--- config.mk ---
export PLATFORM = sky130hd
export DESIGN_NAME = pe_matmul_seq
export DESIGN_NICKNAME = d
export VERILOG_FILES = /design/src/rtl/pe_matmul_seq.sv
export SDC_FILE = /design/constraint.sdc
export NUM_CORES = 1
export LEC_CHECK = 0
export ABC_AREA = 1
export CORE_MARGIN = 3
export CORE_UTILIZATION = 35
export DETAILED_ROUTE_END_ITERATION = 8
export PLACE_DENSITY = 0.8
export SYNTH_ARGS = -nofsm -noshare
export SYNTH_HDL_FRONTEND = slang
export SYNTH_SLANG_ARGS = --single-unit
--- constraint.sdc ---
create_clock -name clk -period 1.7 [get_ports clk]
set_input_delay 0.51 -clock clk [delete_from_list [all_inputs] [get_ports clk]]
set_output_delay 0.51 -clock clk [all_outputs]
set_load 0.005 [all_outputs]
--- src/rtl/pe_matmul_seq.sv ---
// Job controller for one processing element: walks every (i,j) of C = A x B,
// streams the K operand pairs of each dot product into the PE and writes the result back.
//
//   state   | meaning
//   --------+-------------------------------------------------------------
//   S_IDLE  | waiting for go
//   S_ISSUE | reading A/B for the current (i,j,k), GAP idle cycles between reads
//   S_WAIT  | last pair sent, waiting for pe_output_valid or the timeout
//   S_WRITE | one-cycle C write, then advance (i,j)
//   S_DONE  | one-cycle done pulse, back to idle
module pe_matmul_seq #(
    parameter int DATA_WIDTH = 32,
    parameter int M          = 4,
    parameter int K          = 16,
    parameter int P          = 4,
    parameter int GAP        = 1,
    parameter int TIMEOUT    = 256,
    localparam int AAW       = (M * K > 1) ? $clog2(M * K) : 1,
    localparam int BAW       = (K * P > 1) ? $clog2(K * P) : 1,
    localparam int CAW       = (M * P > 1) ? $clog2(M * P) : 1
) (
    input  logic                  clk,
    input  logic                  clr,
    input  logic                  go,
    output logic                  busy,
    output logic                  done,
    output logic                  err,
    output logic                  a_rd_en,
    output logic [AAW-1:0]        a_rd_addr,
    input  logic [DATA_WIDTH-1:0] a_rd_data,
    output logic                  b_rd_en,
    output logic [BAW-1:0]        b_rd_addr,
    input  logic [DATA_WIDTH-1:0] b_rd_data,
    output logic                  pe_start,
    output logic                  pe_valid_in,
    output logic                  pe_last,
    output logic [DATA_WIDTH-1:0] pe_a,
    output logic [DATA_WIDTH-1:0] pe_b,
    input  logic [DATA_WIDTH-1:0] pe_c,
    input  logic                  pe_output_valid,
    output logic                  c_wr_en,
    output logic [CAW-1:0]        c_wr_addr,
    output logic [DATA_WIDTH-1:0] c_wr_data
);

    localparam int IW = (M > 1) ? $clog2(M) : 1;
    localparam int JW = (P > 1) ? $clog2(P) : 1;
    localparam int KW = (K > 1) ? $clog2(K) : 1;
    localparam int GW = (GAP > 0) ? $clog2(GAP + 1) : 1;
    localparam int TW = (TIMEOUT > 1) ? $clog2(TIMEOUT) : 1;

    typedef enum logic [2:0] {
        S_IDLE,
        S_ISSUE,
        S_WAIT,
        S_WRITE,
        S_DONE
    } state_t;

    state_t                state_q, state_d;
    logic [IW-1:0]         i_q, i_d;
    logic [JW-1:0]         j_q, j_d;
    logic [KW-1:0]         k_q, k_d;
    logic [GW-1:0]         gap_q, gap_d;
    logic [TW-1:0]         tmr_q, tmr_d;
    logic                  err_q, err_d;
    logic [DATA_WIDTH-1:0] c_q, c_d;
    logic                  vld_q, vld_d;
    logic                  start_q, start_d;
    logic                  last_q, last_d;
    logic                  rd_en;

    always_ff @(posedge clk) begin
        if (clr) begin
            state_q <= S_IDLE;
            i_q     <= '0;
            j_q     <= '0;
            k_q     <= '0;
            gap_q   <= '0;
            tmr_q   <= '0;
            err_q   <= 1'b0;
            c_q     <= '0;
            vld_q   <= 1'b0;
            start_q <= 1'b0;
            last_q  <= 1'b0;
        end else begin
            state_q <= state_d;
            i_q     <= i_d;
            j_q     <= j_d;
            k_q     <= k_d;
            gap_q   <= gap_d;
            tmr_q   <= tmr_d;
            err_q   <= err_d;
            c_q     <= c_d;
            vld_q   <= vld_d;
            start_q <= start_d;
            last_q  <= last_d;
        end
    end

    always_comb begin
        state_d = state_q;
        i_d     = i_q;
        j_d     = j_q;
        k_d     = k_q;
        gap_d   = gap_q;
        tmr_d   = tmr_q;
        err_d   = err_q;
        c_d     = c_q;
        rd_en   = 1'b0;

        case (state_q)
            S_IDLE: begin
                if (go) begin
                    err_d   = 1'b0;
                    i_d     = '0;
                    j_d     = '0;
                    k_d     = '0;
                    gap_d   = '0;
                    state_d = S_ISSUE;
                end
            end
            S_ISSUE: begin
                if (gap_q != '0) begin
                    gap_d = gap_q - 1'b1;
                end else begin
                    rd_en = 1'b1;
                    if (k_q == KW'(K - 1)) begin
                        tmr_d   = TW'(TIMEOUT - 1);
                        state_d = S_WAIT;
                    end else begin
                        k_d   = k_q + 1'b1;
                        gap_d = GW'(GAP);
                    end
                end
            end
            S_WAIT: begin
                if (pe_output_valid) begin
                    c_d     = pe_c;
                    state_d = S_WRITE;
                end else if (tmr_q == '0) begin
                    err_d   = 1'b1;
                    state_d = S_DONE;
                end else begin
                    tmr_d = tmr_q - 1'b1;
                end
            end
            S_WRITE: begin
                k_d     = '0;
                gap_d   = '0;
                state_d = S_ISSUE;
                if (j_q == JW'(P - 1)) begin
                    j_d = '0;
                    if (i_q == IW'(M - 1)) begin
                        i_d     = '0;
                        state_d = S_DONE;
                    end else begin
                        i_d = i_q + 1'b1;
                    end
                end else begin
                    j_d = j_q + 1'b1;
                end
            end
            S_DONE: begin
                state_d = S_IDLE;
            end
            default: begin
                state_d = S_IDLE;
            end
        endcase
    end

    // PE framing is the read strobe delayed by the one-cycle memory latency
    always_comb begin
        vld_d   = rd_en;
        start_d = rd_en && (k_q == '0);
        last_d  = rd_en && (k_q == KW'(K - 1));
    end

    assign busy        = (state_q == S_ISSUE) || (state_q == S_WAIT) || (state_q == S_WRITE);
    assign done        = (state_q == S_DONE);
    assign err         = err_q;
    assign a_rd_en     = rd_en;
    assign b_rd_en     = rd_en;
    assign a_rd_addr   = AAW'(i_q) * AAW'(K) + AAW'(k_q);
    assign b_rd_addr   = BAW'(k_q) * BAW'(P) + BAW'(j_q);
    assign pe_start    = start_q;
    assign pe_valid_in = vld_q;
    assign pe_last     = last_q;
    assign pe_a        = a_rd_data;
    assign pe_b        = b_rd_data;
    assign c_wr_en     = (state_q == S_WRITE);
    assign c_wr_addr   = CAW'(i_q) * CAW'(P) + CAW'(j_q);
    assign c_wr_data   = c_q;

endmodule
**Wiring by layer**

The bar under the picture is 20 um long.
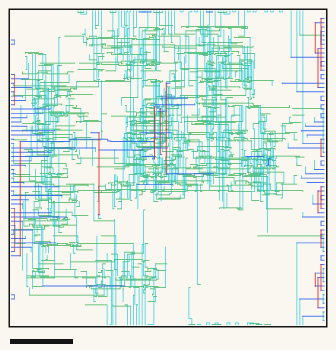
met3 -> blue  # wire length 647 um
met2 -> cyan  # wire length 3920 um
met1 -> green  # wire length 3180 um
met4 -> red  # wire length 229 um

**Congestion heat map**

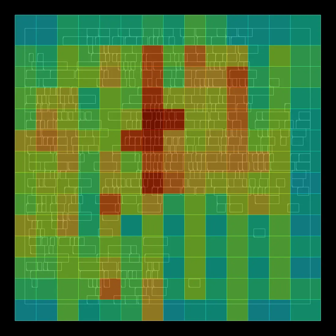
grt peak-use layer: met2
GRT met3 Usage: 0.0477
final core occ: 0.489
met2 usage in global routing: 0.264

**Selected gate families**

The bar under the picture is 20 um long.
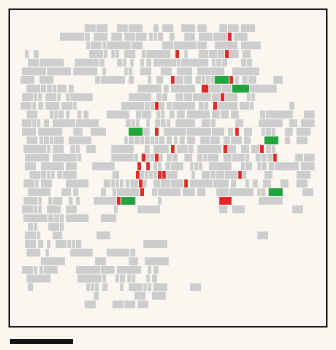
inverters -> red  # cells 28, most used inv_1, where middle
adder and majority cells -> green  # cells 6, most used ha_1

## repair_timing
action,in CTS,in global routing
hold buffers,0,0
pin swaps,2,5
gates resized,62,48
setup buffers,11,4
setup endpoints to repair,37,51
## logic make-up after synthesis
| kind of cell | count (synthesis) |
|---|---|
| AOI/OAI and AO/OA | 59 |
| DFF | 56 |
| xor gates and xnor gates | 2 |
| buffers and inverters | 113 |
| and+or+nand+nor | 170 |
| adders and majority gates | 6 |
## where the power goes
| part | switching (mW) | internal (mW) | total [mW] |
|---|---|---|---|
| combinational | 1.58 | 1.35 | 2.93 |
| clock | 0.461 | 0.294 | 0.755 |
| sequential | 0.179 | 1.63 | 1.80 |
| total | 2.22 | 3.27 | 5.49 |
## state kept, by name, summed over array words and instances, names as in the netlist
register     cells
pe_valid_in      1
c_wr_data       32
err              1
i_q              2
gap_q            1
pe_last          1
tmr_q            8
pe_start         1
state_q          3
j_q              2
k_q              4
## cells in the mapped netlist (3+ instances only)
master	count	area, sq um
a21oi_1	16	80.1
a21oi_2	4	35.0
buf_2	3	15.0
buf_4	73	548
clkbuf_1	3	11.3
clkbuf_2	6	30.0
dfxtp_1	56	1120
ha_1	6	75.1
inv_1	22	82.6
inv_2	5	18.8
nand2_1	40	150
nand2_2	3	18.8
nand2_4	3	33.8
nand3_1	24	120
nor2_1	83	312
nor2_4	3	33.8
o21ai_0	36	180
## final timing paths
check                                           startpoint                          to  slack (ns)  cells past startpoint
worst max-delay path               state_q[1]$_SDFFE_PP0P_                     c_wr_en        0.03                      4
worst min-delay path            c_wr_data[20]$_SDFFE_PP0P_  c_wr_data[20]$_SDFFE_PP0P_        0.52                      2
worst max register to register         k_q[1]$_SDFFE_PP0P_       tmr_q[6]$_SDFFE_PP0P_        0.13                      7
worst min register to register  c_wr_data[20]$_SDFFE_PP0P_  c_wr_data[20]$_SDFFE_PP0P_        0.52                      2
## per-stage QoR
stage / cell area (sq um) / hold WS, ns / worst slack, ns / TNS (ns) / power [mW]
finish: 4080 / 0.519 / 0.0259 / 0 / 5.49
global route: 4080 / 0.538 / -0.0332 / -0.117 / 5.91
CTS: 3950 / 0.484 / 0.000536 / 0 / 5.45
detailed placement: 3730 / 0.473 / -0.140 / -3.83 / 4.56
global placement: 3730 / 0.473 / -0.110 / -3.16 / 4.46
floorplan: 3060 / 0.460 / 0.257 / 0 / 3.51
## routing by layer
metal | wire length [um] | global-route usage
met1 | 3180 | 0.180
met2 | 3920 | 0.264
met3 | 646 | 0.0477
met4 | 228 | 0.0756
met5 | 0 | 0
## placed cells by master (no fill, tap or decap), drive strengths merged, types with 2 or more instances in the layout
master and instances:
dlymetal6s2s 27, clkdlybuf4s50 48, buf 42, ha 6
nand4 2, o21ai 38, nand3 28, inv 29
dlygate4sd2 12, nand2 47, dfxtp 56, a21oi 20
nor3 3, nor2 89, clkbuf 5
## worst reg2reg max path, stage by stage, from the launching register on
cell,delay [ns]
dfxtp_4,0.37
buf_4,0.12
ha_2,0.21
nand3_4,0.13
o21ai_4,0.31
buf_4,0.17
nand3_1,0.07
a21oi_1,0.14
==> flow_summary.toml <==
# yosys + openroad results
[detailed_routing]
wl_per_cell_um = 14.1
firstDrtPassIters = 6
num_vias = 2684
drc = 0
first_iter_violations = 168
totalWireLength_um = 7980
vias_per_cell = 4.76
ant_nets = 0

[cts]
cts_tree = "yes"
cts_inserted_buffers = 5
cts-root-buf = "clkbuf_8"
clk_latency_ns = 0.32
cts_sinks = 56
clk_pin_slew_worst_paths_ns = 0.11
cts-htree-levels = 2
cts_buffer_depth = 2

[layout]
area_growth_pct = 33.1
regArea_sq_um = 1170
antenna_cells = 0
mi_logic_area_sq_um = 1270
nMultiInputCombCells = 237
num-nonclk-buffers = 130
seq_cells = 56
stdcell_count = 564
final_nets = 564
comb_share = 0.311
seq_area_frac = 0.288
dominant_cells = "buffers"
bufAreaShareNonClock = 0.318
drive_gt1_frac = 0.259
nFillCells = 807
clkCellAreaFrac = 0.0221
clkbuf_count = 5
n_all_inverters = 28

[place]
dpl.hpwl_um = 5570
gp_congestion = 0.943
port_buffers = 92
dp.cells = 541

[logic_synthesis]
ys_types = 32
synth.area.mux_share = 0
flop_cell = "dfxtp_1"
synth_cells = 406
avgSynthCellArea_sq_um = 7.54
edf_count = 0
yosys_register_bits = 56
ys_sh_simple = 0.266
synth-xor-area-share = 0.00572
synth_adder_area_share = 0.0245
yosys_cells = 406
synthArstFlopShare = 0
synth_chip_area_sq_um = 3060
synth-warning-count = 0
synth_area_sq_um = 3060
topCombFamilyByArea = "simple AND/OR/NAND/NOR gates"
ys_seq_share = 0.366
ys_sh_aoi = 0.105
syn_nets = 512

[pwr]
p_leak_nw = 2.27
powerDensity_nw_per_um2 = 1350
peakVddDrop_mv = 0.694

[global_routing]
antenna_found_initial = 0
grt_first_pass_wirelength_um = 12600
grt_usage = 0.156
grt_pass1_vias = 2620
grt-ovfl-total = 0
grt_max_degree = 35

[flow_run]
maxCapViolations = 0
warning_count = 29

[floorplan]
die_w_um = 99.6
die_h_um = 99.6
row_count = 33
fp_util = 0.367
tapCellCount = 105
core_area_sq_um = 8340
die-area_sq_um = 9910
num_io_pins = 221

[sta]
setup_viol = 0
slew_headroom = 0.799
period_minus_slack_ns = 1.67
hold_viol = 0
rsz0062_at_grt = "yes"
finalClockPeriodUsage = 0.985
drv_slew = 0
max_freq_mhz = 597
clock-skew-final_ns = 0.00896
worst_pin_slew_ns = 0.300

[worst_setup_path]
slowest_stage = "dfxtp_2"
critPathMaxFanout = 3
critPathCaptureType = "output port"
crit_chain = "buf_4 > nand3_2 > inv_2 > clkdlybuf4s15_1"
cp.required_ns = 1.19
crit_buf_inv = 3
crit_type = "register to output port"
slowest_delay_ns = 0.35
path_delay_family = "buffers and inverters"
critPathArrivalTime_ns = 1.16
cp-start-kind = "register"

[worst_hold_path]
hp-class = "register to register"

[status]
outcome = "completed"
Power is estimated from default activity; no workload was simulated.
